==> run_1/port_trees.png <==
Bar = 20 µm.
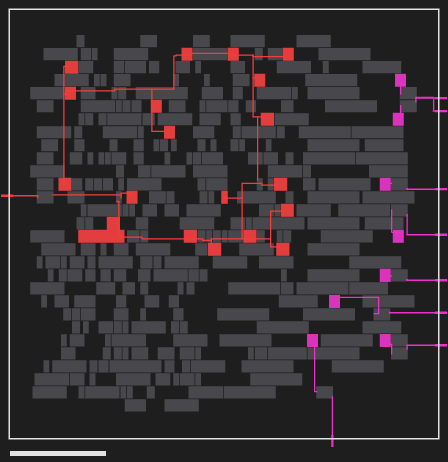
==> run_1/congestion_map.png <==
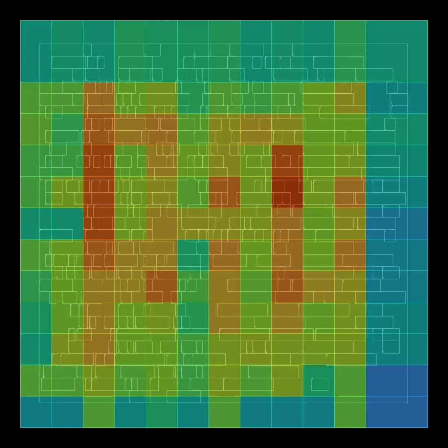
==> run_1/closeup.png <==
Bar = 10 µm. Region (10, 10) to (35, 35) µm. Cells in gray, sequential cells in the stronger gray; small squares are vias.
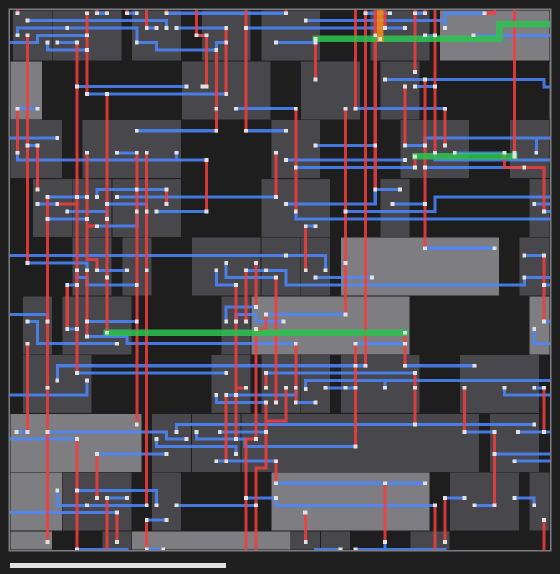
==> run_1/gates.png <==
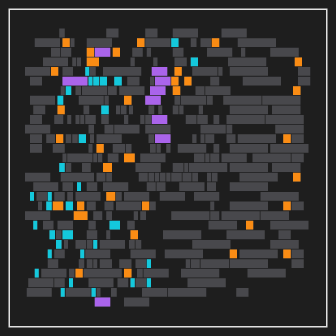
==> config.mk <==
export PLATFORM = sky130hd
export DESIGN_NAME = ps2_frame_deserializer
export DESIGN_NICKNAME = d
export VERILOG_FILES = /design/src/rtl/ps2_frame_deserializer_pkg.sv /design/src/rtl/ps2_sync_fifo.sv /design/src/rtl/ps2_frame_deserializer.sv
export SDC_FILE = /design/constraint.sdc
export NUM_CORES = 1
export LEC_CHECK = 0
export CORE_MARGIN = 4
export CORE_UTILIZATION = 50
export CTS_BUF_LIST = sky130_fd_sc_hd__clkbuf_4
export DETAILED_ROUTE_END_ITERATION = 8
export GPL_TIMING_DRIVEN = 0
export PLACE_DENSITY_LB_ADDON = 0.1
export SETUP_SLACK_MARGIN = 0.05
export SLEW_MARGIN = 20
export SYNTH_ARGS = -nofsm -noshare
export SYNTH_HDL_FRONTEND = slang
export SYNTH_SLANG_ARGS = --single-unit
==> constraint.sdc <==
create_clock -name clk -period 7 [get_ports clk]
set_input_delay 1.4 -clock clk [delete_from_list [all_inputs] [get_ports clk]]
set_output_delay 1.4 -clock clk [all_outputs]
set_load 0.05 [all_outputs]
==> Slide: Implementation Results, run 1 <==
Run Summary

Synthesis
  • Flip-flops with a built-in enable: 32
  • Netlist area before placement: 3320 µm²
  • Syn avg cell area: 11.6 µm²
  • Registers, synthesis: 77

Setup path
  • Buffering stage count on the worst path with inverters included: 2
  • Required time reported for the critical path endpoint: 5600 ps
  • R2R setup slack: 4500 ps
  • Crit path max-delay cell type: sky130_fd_sc_hd__clkdlybuf4s50_1
  • Element type at the critical path end: primary output
  • CP Launch Type: flip-flop
  • Stages on worst setup path: 4

Die
  • Site Rows: 29

Power
  • Clock network power consumption: 289 µW
  • Switching share of power: 0.206

Placed design
  • Global placement routability congestion: 0.781
  • Placed Cells: 380

CTS
  • Library cell used as clock root buffer: sky130_fd_sc_hd__clkbuf_4
  • Clock input transition at the sequential cells of the worst setup and hold paths: 120 ps
  • Clock latency on the worst-skew pair: 400 ps
  • CTS Hold Buffers Added: 0

Finish
  • Count of clock buffers in the final design: 9
  • Clock-cell share: 0.0421
  • Registers: 77

Outcome
  • Result of the run: completed

Global route
  • Wire length of the first global-routing pass: 9.58 mm
  • Congestion Overflow GR: 0
  • Maximum number of pins on one net before global-route repair: 14

Worst hold path
  • Hold Crit Depth: 2

Route
  • Met3 wire length: 167 µm
  • Detailed Routing Iterations Pass 1: 4
  • Post-route DRC: 0

Final timing
  • Largest clock skew in the final design: 13.2 ps
  • Final Hold Violating Endpoints: 0
  • Final slew viol count: 0
About port_trees.png:
data_out -> magenta  # bits 8, direction output, edge 7 right, 1 bottom, end cells 8, wire 97.2 µm
reset_n -> red  # bits 1, direction input, edge left, end cells 20, wire 222 µm
Port Buf Inserts: 17
number of primary I/O pins: 18

About congestion_map.png:
met3 Track Usage GR: 0.0304
M1 GR Usage: 0.220
all-layer global routing usage: 0.160

About closeup.png:
M4 -> orange
M1 -> blue
M2 -> red
M3 -> green
most frequent = nand3_1 (5), nor2_1 (5), dfxtp_1 (5)
sequential cells in the window = 5
cells with their middle in the window = 47

About gates.png:
and/or cells -> orange  # cells 33, most used and2_1, where all over the die
fa/ha/maj cells -> purple  # cells 9, most used ha_1
nor cells -> cyan  # cells 32, most used nor2_1
multi-input logic portion of the cell area: 0.367
Non-Filler Instances: 396

==> run 2: changes to the inputs <==
- clock period: 7 -> 3.77 ns (I/O delays scaled with it)
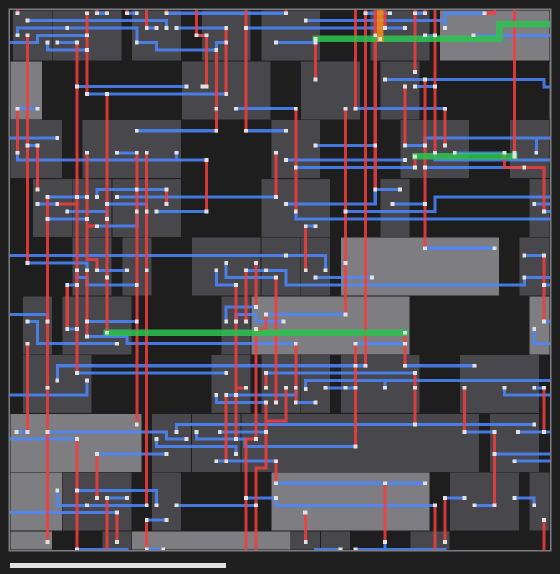
(run_2/closeup.png)
Bar = 10 µm. Region (10, 10) to (35, 35) µm. Cells in gray, sequential cells in the stronger gray; small squares are vias.
M4 -> orange
M3 -> green
M2 -> red
M1 -> blue
sequential cells in the window = 5
most frequent = nand3_1 (5), nor2_1 (5), dfxtp_1 (5)
cells with their middle in the window = 47

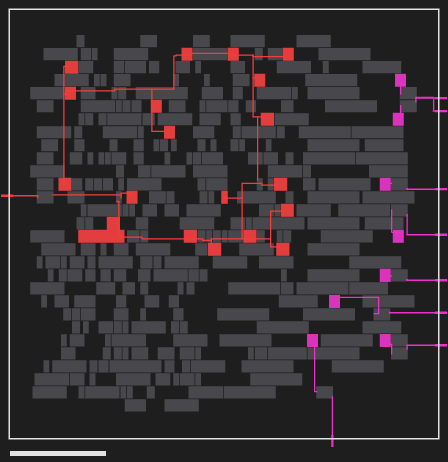
(run_2/port_trees.png)
Bar = 20 µm.
data_out -> magenta  # bits 8, direction output, edge 7 right, 1 bottom, end cells 8, wire 97.2 µm
reset_n -> red  # bits 1, direction input, edge left, end cells 20, wire 222 µm

==> run 2 against run 1 <==
Synthesized area is the same. First-iteration DRC count is the same. Synthesized cell count is the same. Clock power grew 86%. Non-clock buffer count is the same. Critical path type unchanged. Combinational power grew 85%. Core utilization is the same. Via count is the same. Power grew 86%. Worst hold slack is the same. Die size is the same.
==> Slide: Implementation Results, run 2 <==
Run Summary

Global route
  • Wire length of the first global-routing pass: 9.58 mm (unchanged)
  • Met3 Track Usage GR: 0.0304 (unchanged)
  • All-layer global routing usage: 0.160 (unchanged)
  • M1 GR Usage: 0.220 (unchanged)
  • Global route hottest layer: met2
  • Congestion Overflow GR: 0 (unchanged)
  • Vias in the first global route: 1940
  • Maximum number of pins on one net before global-route repair: 14 (unchanged)

Route
  • Met3 wire length: 167 µm (unchanged)
  • Post-route DRC: 0 (unchanged)
  • Detailed Routing Iterations Pass 1: 4 (unchanged)

Placed design
  • Placed Cells: 380 (unchanged)
  • Port Buf Inserts: 17 (unchanged)
  • Global placement routability congestion: 0.781 (unchanged)

CTS
  • Clock input transition at the sequential cells of the worst setup and hold paths: 120 ps (about the same)
  • CTS Hold Buffers Added: 0 (unchanged)
  • Setup Fix Bufs, Post-CTS: 0
  • Library cell used as clock root buffer: sky130_fd_sc_hd__clkbuf_4
  • Clock latency on the worst-skew pair: 400 ps (about the same)

Outcome
  • Result of the run: completed

Finish
  • Registers: 77 (unchanged)
  • Combinational gate area: 1370 µm²
  • Clock-cell share: 0.0421 (unchanged)
  • Non-Filler Instances: 396 (unchanged)
  • Multi-input logic portion of the cell area: 0.367 (unchanged)
  • Count of clock buffers in the final design: 9 (unchanged)
  • Final instance area: 3740 µm²

Power
  • Clock network power consumption: 537 µW (+86%)
  • Sum of internal, switching and leakage power: 1440 µW
  • Switching share of power: 0.206 (about the same)

Final timing
  • Final Hold Violating Endpoints: 0 (unchanged)
  • Actual transition at the worst max-transition pin: 694 ps
  • Final slew viol count: 0 (unchanged)
  • Largest clock skew in the final design: 13.2 ps (unchanged)

Die
  • Die Outline Area: 8010 µm²
  • Site Rows: 29 (unchanged)
  • Number of primary I/O pins: 18 (unchanged)

Synthesis
  • Yosys warnings: 0
  • Netlist area before placement: 3320 µm² (unchanged)
  • Syn avg cell area: 11.6 µm² (unchanged)
  • Registers, synthesis: 77 (unchanged)
  • Commonest register cell after synthesis: sky130_fd_sc_hd__dfxtp_1
  • Flip-flops with a built-in enable: 32 (unchanged)
  • Synth Area in XOR/XNOR: 0.0648

Setup path
  • Crit path max-delay cell type: sky130_fd_sc_hd__clkdlybuf4s50_1
  • Buffering stage count on the worst path with inverters included: 2 (unchanged)
  • Stages on worst setup path: 4 (unchanged)
  • CP Data Arrival Time: 2700 ps
  • CP Launch Type: flip-flop

Worst hold path
  • Hold Crit Depth: 2 (unchanged)
Power and IR drop assume default switching activity.
